<file path="src/rtl/sc_et_stream_decoder.sv">
// Early-terminated stochastic bitstream decoder: counts 1s over a bypass-shortened
// run and rescales to 2^WIDTH. Optional half-step rounding bias under `ET_DEC_BIAS_EN.
module sc_et_stream_decoder #(
  parameter int WIDTH = 8
) (
  input  logic             clk,
  input  logic             rst_n,
  input  logic             start,
  input  logic [WIDTH-1:0] bp,
  input  logic             bit_in,
  input  logic             bit_valid,
  output logic             busy,
  output logic             out_valid,
  input  logic             out_ready,
  output logic [WIDTH:0]   out_value
);
  localparam int PW = $clog2(WIDTH + 1);

  typedef enum logic [1:0] {IDLE, RUN, DONE} state_t;

  state_t           state_q, state_d;
  logic [WIDTH-1:0] bp_q, bp_d, ctr_q, ctr_d;
  logic [PW-1:0]    pc_q, pc_d, pc_c;
  logic [WIDTH:0]   ones_q, ones_d, out_value_q, out_value_d;
  logic [WIDTH:0]   ones_nx, scaled, result;
  logic [WIDTH:0]   c;
  logic [WIDTH-1:0] gen;
  logic             last;

  always_comb begin
    pc_c = '0;
    for (int i = 0; i < WIDTH; i++) pc_c = pc_c + PW'(bp[i]);
  end

  // Mirror of the generator's bypass counter: bypassed bits act as permanent
  // carry-propagate positions, so the carry out marks the final sample.
  always_comb begin
    gen  = ctr_q | bp_q;
    c    = '0;
    c[0] = 1'b1;
    for (int i = 1; i <= WIDTH; i++) c[i] = c[i-1] & gen[i-1];
    last = c[WIDTH];
  end

  assign ones_nx = ones_q + (WIDTH+1)'(bit_in);
  assign scaled  = ones_nx << pc_q;

`ifdef ET_DEC_BIAS_EN
  localparam logic [WIDTH+1:0] CAP = (WIDTH+2)'(1) << WIDTH;
  logic [WIDTH+1:0] biased;
  always_comb begin
    biased = {1'b0, scaled};
    if (pc_q != '0) biased = biased + ((WIDTH+2)'(1) << (pc_q - PW'(1)));
    result = (biased > CAP) ? CAP[WIDTH:0] : biased[WIDTH:0];
  end
`else
  assign result = scaled;
`endif

  always_comb begin
    state_d     = state_q;
    bp_d        = bp_q;
    pc_d        = pc_q;
    ctr_d       = ctr_q;
    ones_d      = ones_q;
    out_value_d = out_value_q;
    case (state_q)
      IDLE: if (start) begin
        bp_d    = bp;
        pc_d    = pc_c;
        ctr_d   = '0;
        ones_d  = '0;
        state_d = RUN;
      end
      RUN: if (bit_valid) begin
        ones_d = ones_nx;
        ctr_d  = ctr_q ^ (c[WIDTH-1:0] & ~bp_q);
        if (last) begin
          out_value_d = result;
          state_d     = DONE;
        end
      end
      DONE: if (out_ready) state_d = IDLE;
      default: state_d = IDLE;
    endcase
  end

  always_ff @(posedge clk or negedge rst_n) begin
    if (!rst_n) begin
      state_q     <= IDLE;
      bp_q        <= '0;
      pc_q        <= '0;
      ctr_q       <= '0;
      ones_q      <= '0;
      out_value_q <= '0;
    end else begin
      state_q     <= state_d;
      bp_q        <= bp_d;
      pc_q        <= pc_d;
      ctr_q       <= ctr_d;
      ones_q      <= ones_d;
      out_value_q <= out_value_d;
    end
  end

  assign busy      = (state_q != IDLE);
  assign out_valid = (state_q == DONE);
  assign out_value = out_value_q;
endmodule
</file>
<file path="config.mk">
export PLATFORM = sky130hd
export DESIGN_NAME = sc_et_stream_decoder
export DESIGN_NICKNAME = d
export VERILOG_FILES = /design/src/rtl/sc_et_stream_decoder.sv
export SDC_FILE = /design/constraint.sdc
export NUM_CORES = 1
export LEC_CHECK = 0
export ABC_CLOCK_PERIOD_IN_PS = 5100
export CAP_MARGIN = 10
export CORE_UTILIZATION = 45
export DETAILED_ROUTE_END_ITERATION = 7
export PLACE_DENSITY = 0.63
export SKIP_LAST_GASP = 1
export SLEW_MARGIN = 10
export SYNTH_ARGS = -nofsm -noshare
export SYNTH_HDL_FRONTEND = slang
export SYNTH_SLANG_ARGS = --single-unit
</file>
<file path="constraint.sdc">
create_clock -name clk -period 5.1 [get_ports clk]
set_input_delay 0.765 -clock clk [delete_from_list [all_inputs] [get_ports clk]]
set_output_delay 0.765 -clock clk [all_outputs]
set_load 0.02 [all_outputs]
</file>
==> impl_metrics.env, run 1 <==
# physical design summary
export IMPL_total_power_mw=1.42
export IMPL_drv_slew=0
export IMPL_postPlaceCellArea_um2=2730
export IMPL_synth_top_cell_by_count="sky130_fd_sc_hd__dfrtp_1"
export IMPL_clock_latency_ps=300
export IMPL_final_min_clock_period_ps=3470
export IMPL_synth_lib_cells_used_distinct=53
export IMPL_hold_path_class="reg -> reg"
export IMPL_antenna_cells=0
export IMPL_largest_area_cell="sky130_fd_sc_hd__dfrtp_1"
export IMPL_critPathKind="in -> reg"
export IMPL_max_transition_margin_pct=38.2
export IMPL_cts_sinks=40
export IMPL_final_hold_viol_count=0
export IMPL_num_fill_cells=509
export IMPL_grt_first_pass_wirelength_um=9730
export IMPL_num_io_pins=25
export IMPL_layout_comb_gates_multi_input=208
export IMPL_setup_viol=0
export IMPL_timing_critical_path_fanout_max=2
export IMPL_rsz0062_at_grt="false"
export IMPL_synthTopCellsByArea="sky130_fd_sc_hd__dfrtp_1, sky130_fd_sc_hd__nand2_1, sky130_fd_sc_hd__nor2_1, sky130_fd_sc_hd__inv_1, sky130_fd_sc_hd__fa_1"
export IMPL_measured_slew_at_the_worst_slew_check_pin_ps=928
export IMPL_power_density_nw_per_um2=504
export IMPL_wl_per_cell_um=14.7
export IMPL_finalClockSkew_ps=4.44
export IMPL_antenna_found_initial=0
export IMPL_portBuffers=24
export IMPL_maximum_number_of_pins_on_one_net_before_global_route_repair=41
export IMPL_cts_setup_buffers=0
export IMPL_ys_warnings=0
export IMPL_enable_flop_cells=0
export IMPL_comb_area_share_pct=46.6
export IMPL_comb_area_um2=1320
export IMPL_cts_buffer_depth=2
export IMPL_dominant_synthesized_flop_cell="sky130_fd_sc_hd__dfrtp_1"
export IMPL_ys_cells=290
export IMPL_outcome="completed"
export IMPL_commonest_cells_post_synth="sky130_fd_sc_hd__dfrtp_1, sky130_fd_sc_hd__nand2_1, sky130_fd_sc_hd__nor2_1"
export IMPL_chip_area_um2=5810
export IMPL_syn_inst=290
export IMPL_fp_dieW_um=76.2
export IMPL_warnings=26
export IMPL_holdBufCountCts=0
export IMPL_floorplan_rows=26
export IMPL_cp_data_required_time_ps=5270
export IMPL_drt_vias_per_instance=5.49
export IMPL_hpwlAfterDp_um=3850
export IMPL_yosysSeqAreaShare_pct=40.4
export IMPL_gr_total_overflow=0
export IMPL_leakagePower_nw=1.20
export IMPL_num_tap_cells=70
export IMPL_syn_mean_instance_area_um2=8.54
export IMPL_asyncSetResetFlopFracSynth_pct=100
export IMPL_seq_area_um2=1000
export IMPL_clock_tree_root_cell="sky130_fd_sc_hd__clkbuf_8"
export IMPL_initial_cell_density_of_the_core_pct=47.6
export IMPL_seq_share_pct=35.4
export IMPL_cp_start_kind="input port"
export IMPL_clk_pin_slew_ps=80
export IMPL_fp_nets=314
export IMPL_fin_worst_hold_slack_ps=488
export IMPL_nets=328
export IMPL_cts_tree="done"
export IMPL_cts_inserted_buffers=5
export IMPL_core_um2=5200
export IMPL_final_setup_tns_ps=0
export IMPL_max_cap_viols=0
export IMPL_number_of_search_and_repair_iterations_in_the_first_detailed_routing_pass=4
export IMPL_drt_drc_violations_left=0
export IMPL_setup_ws_ps=1630
export IMPL_die_height_um=76.2
export IMPL_clock_cell_area_share_pct=3.19
export IMPL_ir_drop_mv=0.297
run 1: per-layer routing:
layer / vias up / part of all wire, % / GRT usage [%]
li1: 1050 / - / -
met1: 963 / 48 / 29.0
met2: 39 / 47 / 33.6
met3: 8 / 3.2 / 3.23
met4: 0 / 1.9 / 8.65
met5: - / 0 / 0
run 1: worst max-delay path, stage by stage:
cell and delay [ps]:
sky130_fd_sc_hd__clkdlybuf4s50_1 470, sky130_fd_sc_hd__inv_1 60, sky130_fd_sc_hd__fa_1 560, sky130_fd_sc_hd__fa_1 440, sky130_fd_sc_hd__fa_1 440, sky130_fd_sc_hd__inv_1 70
sky130_fd_sc_hd__ha_1 160, sky130_fd_sc_hd__inv_1 50, sky130_fd_sc_hd__fa_1 370, sky130_fd_sc_hd__xnor2_1 130, sky130_fd_sc_hd__nand2_1 60, sky130_fd_sc_hd__o21ai_1 60
run 1: through the flow:
| step | cells | utilization [%] |
|---|---|---|
| after floorplan | 290 | - |
| after global placement | 367 | 52.5 |
| after detailed placement | 367 | 52.5 |
| after CTS | 375 | 54.3 |
| after global routing | 375 | 54.3 |
| final | 375 | 54.3 |
run 1: placed cells by master (no fill, tap or decap), types with 5 or more instances in the layout:
cell type	instances
sky130_fd_sc_hd__nor3_1	6
sky130_fd_sc_hd__a22o_1	7
sky130_fd_sc_hd__dfrtp_1	40
sky130_fd_sc_hd__nand2_1	36
sky130_fd_sc_hd__o22ai_1	5
sky130_fd_sc_hd__o21ai_1	12
sky130_fd_sc_hd__clkdlybuf4s50_1	23
sky130_fd_sc_hd__a21oi_1	7
sky130_fd_sc_hd__clkbuf_8	6
sky130_fd_sc_hd__nand3_1	7
sky130_fd_sc_hd__xnor2_1	9
sky130_fd_sc_hd__nor2_1	28
sky130_fd_sc_hd__o31ai_1	6
sky130_fd_sc_hd__ha_1	6
sky130_fd_sc_hd__inv_1	23
sky130_fd_sc_hd__o21ai_0	15
run 1: where the power goes:
group          internal (mW)  switching, mW
clock network          0.111          0.113
registers              0.433          0.161
logic                  0.273          0.332
run 1: logic make-up after synthesis:
logic type               share of synthesized area (%)
multiplexers                                      2.07
buffers and inverters                             6.46
AND/OR/NAND/NOR                                   21.1
AND-OR/OR-AND                                     19.8
adder cells (fa/ha/maj)                           6.26
flip-flops                                        40.4
XOR/XNOR                                          3.89
run 1: registers in the layout, summed over array words and instances (netlist names):
signal     count
bp_q           8
state_q        2
ones_q         9
out_value      9
ctr_q          8
pc_q           4
run 1: path summary, 6_finish.rpt:
| path | from | to | slack (ps) | cells past startpoint |
|---|---|---|---|---|
| max in group asynchronous | rst_n | out_value[0]$_DFFE_PN0P_ | 3920 | 1 |
| hold / removal | out_value[0]$_DFFE_PN0P_ | out_value[0]$_DFFE_PN0P_ | 490 | 2 |
| setup reg to reg | ctr_q[0]$_DFFE_PN0P_ | out_value[8]$_DFFE_PN0P_ | 2750 | 7 |
| setup / recovery | bp[0] | pc_q[2]$_DFFE_PN0P_ | 1630 | 12 |
| min in group asynchronous | rst_n | ones_q[7]$_DFFE_PN0P_ | 600 | 1 |
| hold reg to reg | out_value[0]$_DFFE_PN0P_ | out_value[0]$_DFFE_PN0P_ | 490 | 2 |
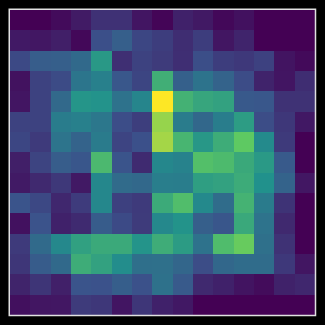
Fig. 1. Signal metal coverage by tile (run 1).
Drawn at 4 px/µm. 15 x 15 tiles, from dark purple (low) to yellow (high), scaled to the fullest tile. Values are wire area over tile area, all layers added.
mean over tiles	0.15
tiles over half the peak	17%
densest ninth of the die	centre
emptiest ninth of the die	upper right
global router's overall resource usage: 21.2%
total routed wirelength: 5500 µm
vias post-DR: 2060

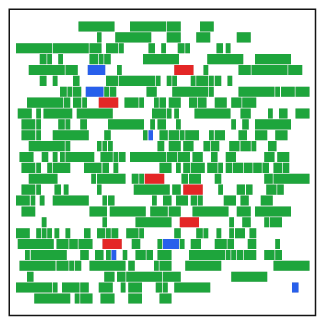
Fig. 2. Cell sizes after repair (run 1).
Drawn at 4 px/µm.
colour	size	cells
green	x1 and smaller	293
red	x6 and larger	6
blue	x2	6
count of buffers not belonging to the clock network in the layout: 24
post-synthesis to final-layout area growth: 14.0%

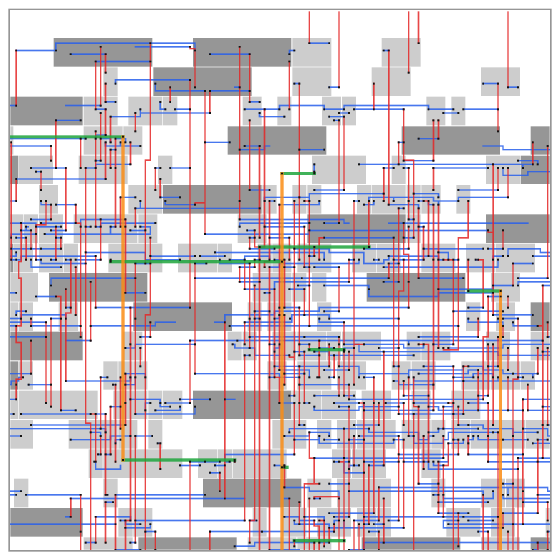
Fig. 3. Layout detail (run 1).
Window x 13 to 63, y 26 to 76 µm. Cells in grey, sequential cells in the stronger grey; small squares are vias.
colour	layer
orange	M4
red	M2
green	M3
blue	M1
netlist names of flops here include	`out_value` (6), `ctr_q` (4), `bp_q` (3)
most frequent	nand2_1 (21), nor2_1 (16), dfrtp_1 (16)
sequential cells in the window	16
cells with their middle in the window	153

==> run 2: changes to the inputs <==
--- a/config.mk
+++ b/config.mk
@@ -5,11 +5,11 @@
 export SDC_FILE = /design/constraint.sdc
 export NUM_CORES = 1
 export LEC_CHECK = 0
-export ABC_CLOCK_PERIOD_IN_PS = 5100
+export ABC_CLOCK_PERIOD_IN_PS = 3000
 export CAP_MARGIN = 10
 export CORE_UTILIZATION = 45
 export DETAILED_ROUTE_END_ITERATION = 7
-export PLACE_DENSITY = 0.63
+export PLACE_DENSITY = 0.66
 export SKIP_LAST_GASP = 1
 export SLEW_MARGIN = 10
 export SYNTH_ARGS = -nofsm -noshare
==> constraint.sdc (replaced) <==
create_clock -name clk -period 3 [get_ports clk]
set_input_delay 0.45 -clock clk [delete_from_list [all_inputs] [get_ports clk]]
set_output_delay 0.45 -clock clk [all_outputs]
set_load 0.02 [all_outputs]
==> run 2 against run 1 <==
  * Worst setup slack got worse by 1500 ps
  * Final cell count increased by 1.1%
  * Total power increased by 71%
  * Area after synthesis unchanged
  * Register-to-register slack got worse by 2000 ps
  * Sequential power increased by about 70%
  * First-iteration DRC count increased by 40%
  * Routed wire length decreased by 2.0%
  * Via count increased by 3.3%
  * Combinational power increased by 73%
  * Sequential share of layout area decreased by 0.65 points
  * Largest cell class unchanged
==> impl_metrics.env, run 2 <==
# physical design summary
export IMPL_cts_tree="done"
export IMPL_finalClockSkew_ps=6.34
export IMPL_grt_first_pass_wirelength_um=9290
export IMPL_cts_setup_buffers=0
export IMPL_warnings=26
export IMPL_largest_area_cell="sky130_fd_sc_hd__dfrtp_1"
export IMPL_rsz0062_at_grt="false"
export IMPL_ys_cells=290
export IMPL_ir_drop_mv=0.397
export IMPL_nets=333
export IMPL_timing_critical_path_slowest_stage_cell="sky130_fd_sc_hd__fa_1"
export IMPL_drt_drc_violations_left=0
export IMPL_sequential_power_share_pct=41.2
export IMPL_drv_slew=0
export IMPL_core_um2=5200
export IMPL_clock_tree_root_cell="sky130_fd_sc_hd__clkbuf_8"
export IMPL_final_core_utilization_pct=55.3
export IMPL_synth_lib_cells_used_distinct=53
export IMPL_dominant_synthesized_flop_cell="sky130_fd_sc_hd__dfrtp_1"
export IMPL_yosysSeqAreaShare_pct=40.4
export IMPL_switching_share_pct=41.7
export IMPL_floorplan_rows=26
export IMPL_maximum_number_of_pins_on_one_net_before_global_route_repair=41
export IMPL_cts_inserted_buffers=5
export IMPL_ys_warnings=0
export IMPL_critPathKind="in -> reg"
export IMPL_crit_chain="dlygate4sd2_1 > inv_2 > fa_1 > fa_1 > fa_1 > inv_1 > ha_2 > inv_2 > fa_2 > xnor2_2 > nand2_1 > o21ai_1"
export IMPL_layout_top_cells="sky130_fd_sc_hd__dfrtp_1, sky130_fd_sc_hd__nand2_1, sky130_fd_sc_hd__nor2_1"
export IMPL_measured_slew_at_the_worst_slew_check_pin_ps=888
export IMPL_initial_cell_density_of_the_core_pct=47.6
export IMPL_hpwlAfterDp_um=3910
export IMPL_gr_total_overflow=0
export IMPL_outcome="completed"
export IMPL_cts_sinks=40
export IMPL_power_frac_clock_pct=15.9
export IMPL_hold_path_class="in -> async"
export IMPL_cpLargestDelayFamily="adder cells"
export IMPL_clk_pin_slew_ps=80
export IMPL_num_io_pins=25
export IMPL_final_hold_viol_count=0
export IMPL_synthTopCellsByArea="sky130_fd_sc_hd__dfrtp_1, sky130_fd_sc_hd__nand2_1, sky130_fd_sc_hd__nor2_1, sky130_fd_sc_hd__inv_1, sky130_fd_sc_hd__fa_1"
export IMPL_critical_path_buf_inv_count=4
export IMPL_setup_viol=0
export IMPL_final_min_clock_period_ps=2860
export IMPL_asyncSetResetFlopFracSynth_pct=100
export IMPL_timing_critical_path_fanout_max=2
export IMPL_fp_dieW_um=76.2
export IMPL_p_int_mw=1.42
export IMPL_cp_start_kind="input port"
[run 2: cell counts after synthesis]
Identical to the previous run, type by type.
[run 2: worst reg2reg max path, stage by stage (launching register included)]
cell	delay, ps
sky130_fd_sc_hd__dfrtp_1	400
sky130_fd_sc_hd__ha_1	240
sky130_fd_sc_hd__ha_1	340
sky130_fd_sc_hd__inv_1	70
sky130_fd_sc_hd__a221oi_1	370
sky130_fd_sc_hd__a22oi_1	160
sky130_fd_sc_hd__a211o_1	320
sky130_fd_sc_hd__o31ai_1	200
[run 2: path summary, 6_finish.rpt]
check                                           end  depth (start not counted)                     start  slack (ps)
min reg2reg                out_value[6]$_DFFE_PN0P_                          2  out_value[6]$_DFFE_PN0P_         490
max                             pc_q[2]$_DFFE_PN0P_                         12                     bp[3]         140
min                           ones_q[5]$_DFFE_PN0P_                          1                     rst_n         260
max reg2reg                out_value[8]$_DFFE_PN0P_                          7     ones_q[0]$_DFFE_PN0P_         790
max in group asynchronous  out_value[5]$_DFFE_PN0P_                          1                     rst_n        2170
min in group clk           out_value[6]$_DFFE_PN0P_                          2  out_value[6]$_DFFE_PN0P_         490
[run 2: logic make-up after synthesis]
kind of cell	after synthesis	share of synthesized area (%)
fa+ha+maj	10	6.26
flops	40	40.4
mux	5	2.07
compound gates	75	19.8
xor+xnor	11	3.89
buf+inv	42	6.46
simple gates	107	21.1
[run 2: cell type report]
type	instances	area [µm²]
Fill cell	503	2330
Tap cell	70	87.6
Timing Repair Buffer	29	269
Inverter	25	93.8
Sequential cell	40	1000
Clock buffer	7	96.3
Multi-Input combinational cell	208	1330
[run 2: power groups by stage]
stage	registers (mW)	logic [mW]	clock network, mW
4_1_cts	1.00	1.05	0.395
2_1_floorplan	0.918	0.821	0
6_report	1.01	1.05	0.387
3_3_place_gp	1.01	1.02	0
3_5_place_dp	1.01	1.04	0
5_1_grt	1.04	1.18	0.418
[run 2: per-stage QoR]
stage / worst slack [ps] / instances / hold WS (ps) / area, µm²
after floorplan: 158 / 290 / 154 / 2480
after global placement: -367 / 372 / 474 / 2770
after detailed placement: -442 / 372 / 479 / 2770
after CTS: 104 / 379 / 315 / 2870
after global routing: 12.5 / 379 / 373 / 2880
final: 139 / 379 / 262 / 2880
[run 2: what timing repair did]
action                     in CTS  in global routing
gates cloned                    0                  0
setup endpoints to repair       2                  1
pin swaps                       5                  2
gates resized                   9                  1
[run 2: metal layers]
metal / wire [µm] / global-route usage [%]
met1: 2590 / 26.1
met3: 151 / 3.35
met5: 0 / 0
met4: 80 / 6.35
met2: 2570 / 34.5
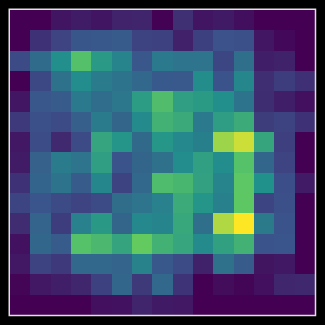
Fig. 4. Signal metal coverage by tile (run 2).
Drawn at 4 px/µm. 15 x 15 tiles, from dark purple (low) to yellow (high), scaled to the fullest tile. Values are wire area over tile area, all layers added.
nearly empty tiles	13%
tiles over half the peak	17%
fullest tile	0.50
vias post-DR: 2127
routed len/inst: 14.2 µm
total routed wirelength: 5390 µm
global router's overall resource usage: 20.2%

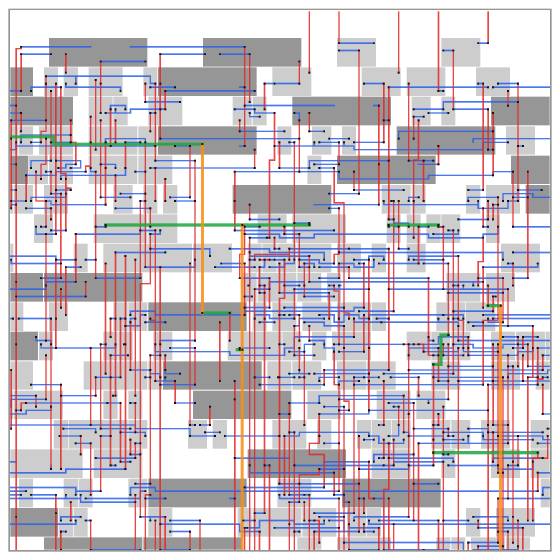
Fig. 5. Layout detail (run 2).
Window x 13 to 63, y 26 to 76 µm. Cells in grey, sequential cells in the stronger grey; small squares are vias.
colour	layer
blue	M1
orange	M4
green	M3
red	M2
sequential cells in the window	17
cells with their middle in the window	159
netlist names of flops here include	`out_value` (6), `ctr_q` (4), `pc_q` (4)
most frequent	nand2_1 (26), nor2_1 (17), dfrtp_1 (17)

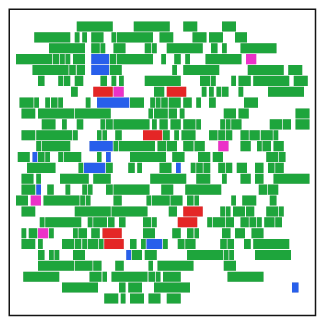
Fig. 6. Cell sizes after repair (run 2).
Drawn at 4 px/µm.
colour	size	cells	most used
blue	x2	12	inv_2
green	x1 and smaller	285	dfrtp_1
red	x6 and larger	7	clkbuf_8
magenta	x3 and x4	5	buf_4
count of buffers not belonging to the clock network in the layout: 29
Post-Layout Inst Area: 2880 µm²
Final WS setup: 139 ps
post-synthesis to final-layout area growth: 16.1%

==> run 3: changes to the inputs <==
--- a/config.mk
+++ b/config.mk
@@ -15,3 +15,4 @@
 export SYNTH_ARGS = -nofsm -noshare
 export SYNTH_HDL_FRONTEND = slang
 export SYNTH_SLANG_ARGS = --single-unit
+export TNS_END_PERCENT = 30
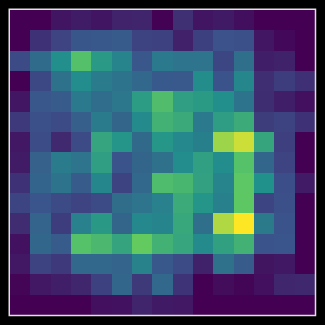
Fig. 7. Signal metal coverage by tile (run 3).
Drawn at 4 px/µm. 15 x 15 tiles, from dark purple (low) to yellow (high), scaled to the fullest tile. Values are wire area over tile area, all layers added.
densest ninth of the die	centre
mean over tiles	0.14
fullest tile	0.50
emptiest ninth of the die	upper right
nearly empty tiles	13%

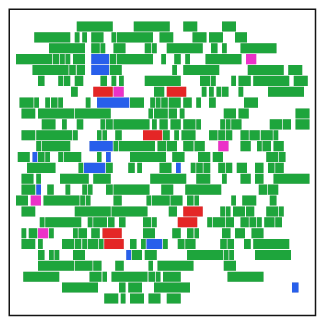
Fig. 8. Cell sizes after repair (run 3).
Drawn at 4 px/µm.
colour	size	cells	most used
red	x6 and larger	7	clkbuf_8
magenta	x3 and x4	5	buf_4
green	x1 and smaller	285	dfrtp_1
blue	x2	12	inv_2

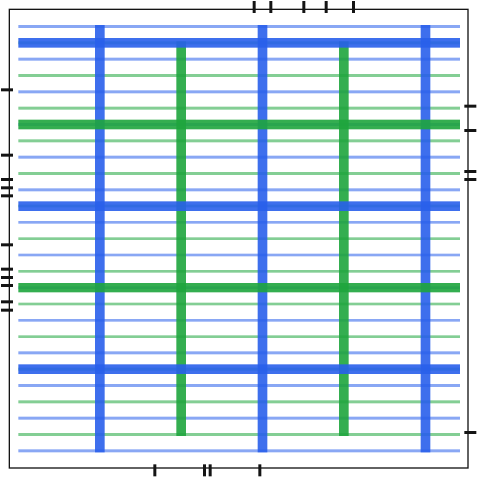
Fig. 9. PDN straps and rails (run 3).
Drawn at 6 px/µm. Pins as bars on the die edge.
colour	net
green	VDD
blue	VSS
met4 straps	5
met1 rails	27
rows	26
Die Span X: 76.2 µm
chip height: 76.2 µm

==> run 3 against run 2 <==
  * Combinational power barely moved
  * Area after synthesis did not move
  * Final area is the same
  * Routed wire length did not move
  * Core utilization unchanged
  * Sequential power about the same
  * Global-route usage unchanged
  * Hold slack unchanged
  * Largest cell class unchanged
==> impl_metrics.env, run 3 <==
# physical design summary
export IMPL_post_synth_and_or_nand_nor_area_fraction_pct=21.1
export IMPL_ys_warnings=0
export IMPL_clock_tree_root_cell="sky130_fd_sc_hd__clkbuf_8"
export IMPL_floorplan_rows=26
export IMPL_synth_lib_cells_used_distinct=53
export IMPL_fin_worst_hold_slack_ps=262
export IMPL_synth_cellmix_adderShare_pct=6.26
export IMPL_drtIter0Drc=203
export IMPL_cts_buffer_depth=2
export IMPL_grt_first_pass_wirelength_um=9290
export IMPL_outcome="completed"
export IMPL_setup_viol=0
export IMPL_synthTopCellsByArea="sky130_fd_sc_hd__dfrtp_1, sky130_fd_sc_hd__nand2_1, sky130_fd_sc_hd__nor2_1, sky130_fd_sc_hd__inv_1, sky130_fd_sc_hd__fa_1"
export IMPL_syn_inst=290
export IMPL_cp_start_kind="input port"
export IMPL_cts_tree="done"
export IMPL_ir_drop_mv=0.397
export IMPL_sequential_power_share_pct=41.2
export IMPL_layout_top_cells="sky130_fd_sc_hd__dfrtp_1, sky130_fd_sc_hd__nand2_1, sky130_fd_sc_hd__nor2_1"
export IMPL_hold_path_class="in -> async"
export IMPL_detail_route_wirelength_um=5390
export IMPL_leakagePower_nw=1.24
export IMPL_cp_data_arrival_time_ps=3040
export IMPL_routed_via_count=2127
export IMPL_num_io_pins=25
export IMPL_final_layout_top_logic_cell="sky130_fd_sc_hd__dfrtp_1"
export IMPL_synth_top_cell_by_count="sky130_fd_sc_hd__dfrtp_1"
export IMPL_cts_sinks=40
export IMPL_area_growth_syn_to_layout_pct=16.1
export IMPL_synth_compound_area_share_pct=19.8
export IMPL_ys_cells=290
export IMPL_maximum_number_of_pins_on_one_net_before_global_route_repair=41
export IMPL_initial_cell_density_of_the_core_pct=47.6
export IMPL_dominant_synthesized_flop_cell="sky130_fd_sc_hd__dfrtp_1"
export IMPL_final_min_clock_period_ps=2860
export IMPL_final_core_utilization_pct=55.3
export IMPL_asyncSetResetFlopFracSynth_pct=100
export IMPL_switching_share_pct=41.7
export IMPL_cts_setup_buffers=0
export IMPL_yosysSeqAreaShare_pct=40.4
export IMPL_finalClockSkew_ps=6.34
export IMPL_r2r_cells=7
export IMPL_total_switching_power_mw=1.02
export IMPL_antenna_cells=0
export IMPL_antenna_found_initial=0
export IMPL_synth_area_mux_share_pct=2.07
export IMPL_power_frac_clock_pct=15.9
export IMPL_gr_total_overflow=0
export IMPL_clk_pin_slew_ps=80
export IMPL_yosys_area_share_xor_xnor_pct=3.89
export IMPL_warnings=26
export IMPL_p_int_mw=1.42
export IMPL_measured_slew_at_the_worst_slew_check_pin_ps=888
export IMPL_nets=333
export IMPL_critPathKind="in -> reg"
export IMPL_global_router_s_overall_resource_usage_pct=20.2
export IMPL_timing_critical_path_fanout_max=2
export IMPL_enable_flop_cells=0
export IMPL_core_um2=5200
export IMPL_post_layout_inst_area_um2=2880
export IMPL_wl_per_cell_um=14.2
export IMPL_chip_area_um2=5810
export IMPL_synthDominantCellAreaShare_pct=40.4
export IMPL_yosys_area_um2=2480
export IMPL_cts_inserted_buffers=5
export IMPL_drv_slew=0
export IMPL_fp_nets=314
export IMPL_hpwlAfterDp_um=3910
export IMPL_final_hold_viol_count=0
export IMPL_drt_drc_violations_left=0
export IMPL_synth_comb_largest_family="simple AND/OR/NAND/NOR gates"
export IMPL_largest_area_cell="sky130_fd_sc_hd__dfrtp_1"
export IMPL_postPlaceCellArea_um2=2770
export IMPL_rsz0062_at_grt="false"
export IMPL_timing_critical_path_slowest_stage_cell="sky130_fd_sc_hd__fa_1"
export IMPL_cp_data_required_time_ps=3180
export IMPL_crit_chain="dlygate4sd2_1 > inv_2 > fa_1 > fa_1 > fa_1 > inv_1 > ha_2 > inv_2 > fa_2 > xnor2_2 > nand2_1 > o21ai_1"
run 3: timing repair:
action | CTS | global route
pin swaps | 5 | 2
endpoints found under the setup margin | 2 | 1
resized | 9 | 1
run 3: layout make-up:
class	count	area, µm²
Sequential cell	40	1000
Tap cell	70	87.6
Inverter	25	93.8
Timing Repair Buffer	29	269
Fill cell	503	2330
Multi-Input combinational cell	208	1330
Clock buffer	7	96.3
run 3: worst max-delay path, delay by kind of cell:
family                     cells  cell delay (ps)
xor gates and xnor gates       1              130
adders and majority gates      5             1970
and+or+nand+nor                1               70
buffers and inverters          4              350
AOI/OAI and AO/OA              1               50
run 3: stage by stage:
stage / setup WS [ps] / setup TNS (ps) / cells
after CTS: 104 / 0 / 379
after global placement: -367 / -819 / 372
after global routing: 12.5 / 0 / 379
after floorplan: 158 / 0 / 290
final: 139 / 0 / 379
after detailed placement: -442 / -1060 / 372
run 3: routing by layer:
metal / vias up / routed length (µm) / GRT usage [%]
li1: 1059 / - / -
met1: 1020 / 2590 / 26.1
met2: 41 / 2570 / 34.5
met3: 7 / 151 / 3.35
met4: 0 / 80 / 6.35
met5: - / 0 / 0
run 3: final timing paths:
check / to / startpoint / slack (ps)
hold / removal: ones_q[5]$_DFFE_PN0P_ / rst_n / 260
max in group asynchronous: out_value[5]$_DFFE_PN0P_ / rst_n / 2170
hold reg to reg: out_value[6]$_DFFE_PN0P_ / out_value[6]$_DFFE_PN0P_ / 490
setup reg to reg: out_value[8]$_DFFE_PN0P_ / ones_q[0]$_DFFE_PN0P_ / 790
min in group clk: out_value[6]$_DFFE_PN0P_ / out_value[6]$_DFFE_PN0P_ / 490
setup / recovery: pc_q[2]$_DFFE_PN0P_ / bp[3] / 140
run 3: power groups by stage:
stage          combinational (mW)  clock, mW  sequential, mW
6_report                     1.05      0.387            1.01
5_1_grt                      1.18      0.418            1.04
4_1_cts                      1.05      0.395            1.00
3_5_place_dp                 1.04          0            1.01
3_3_place_gp                 1.02          0            1.01
2_1_floorplan               0.821          0           0.918
run 3: cell families (layout without fill, tap and decap cells):
kind of cell | after synthesis | count (layout)
AND-OR/OR-AND | 75 | 75
adder cells (fa/ha/maj) | 10 | 10
buffers and inverters | 42 | 61
XOR/XNOR | 11 | 11
flip-flops | 40 | 40
multiplexers | 5 | 5
AND/OR/NAND/NOR | 107 | 107
Power and IR drop assume default switching activity.
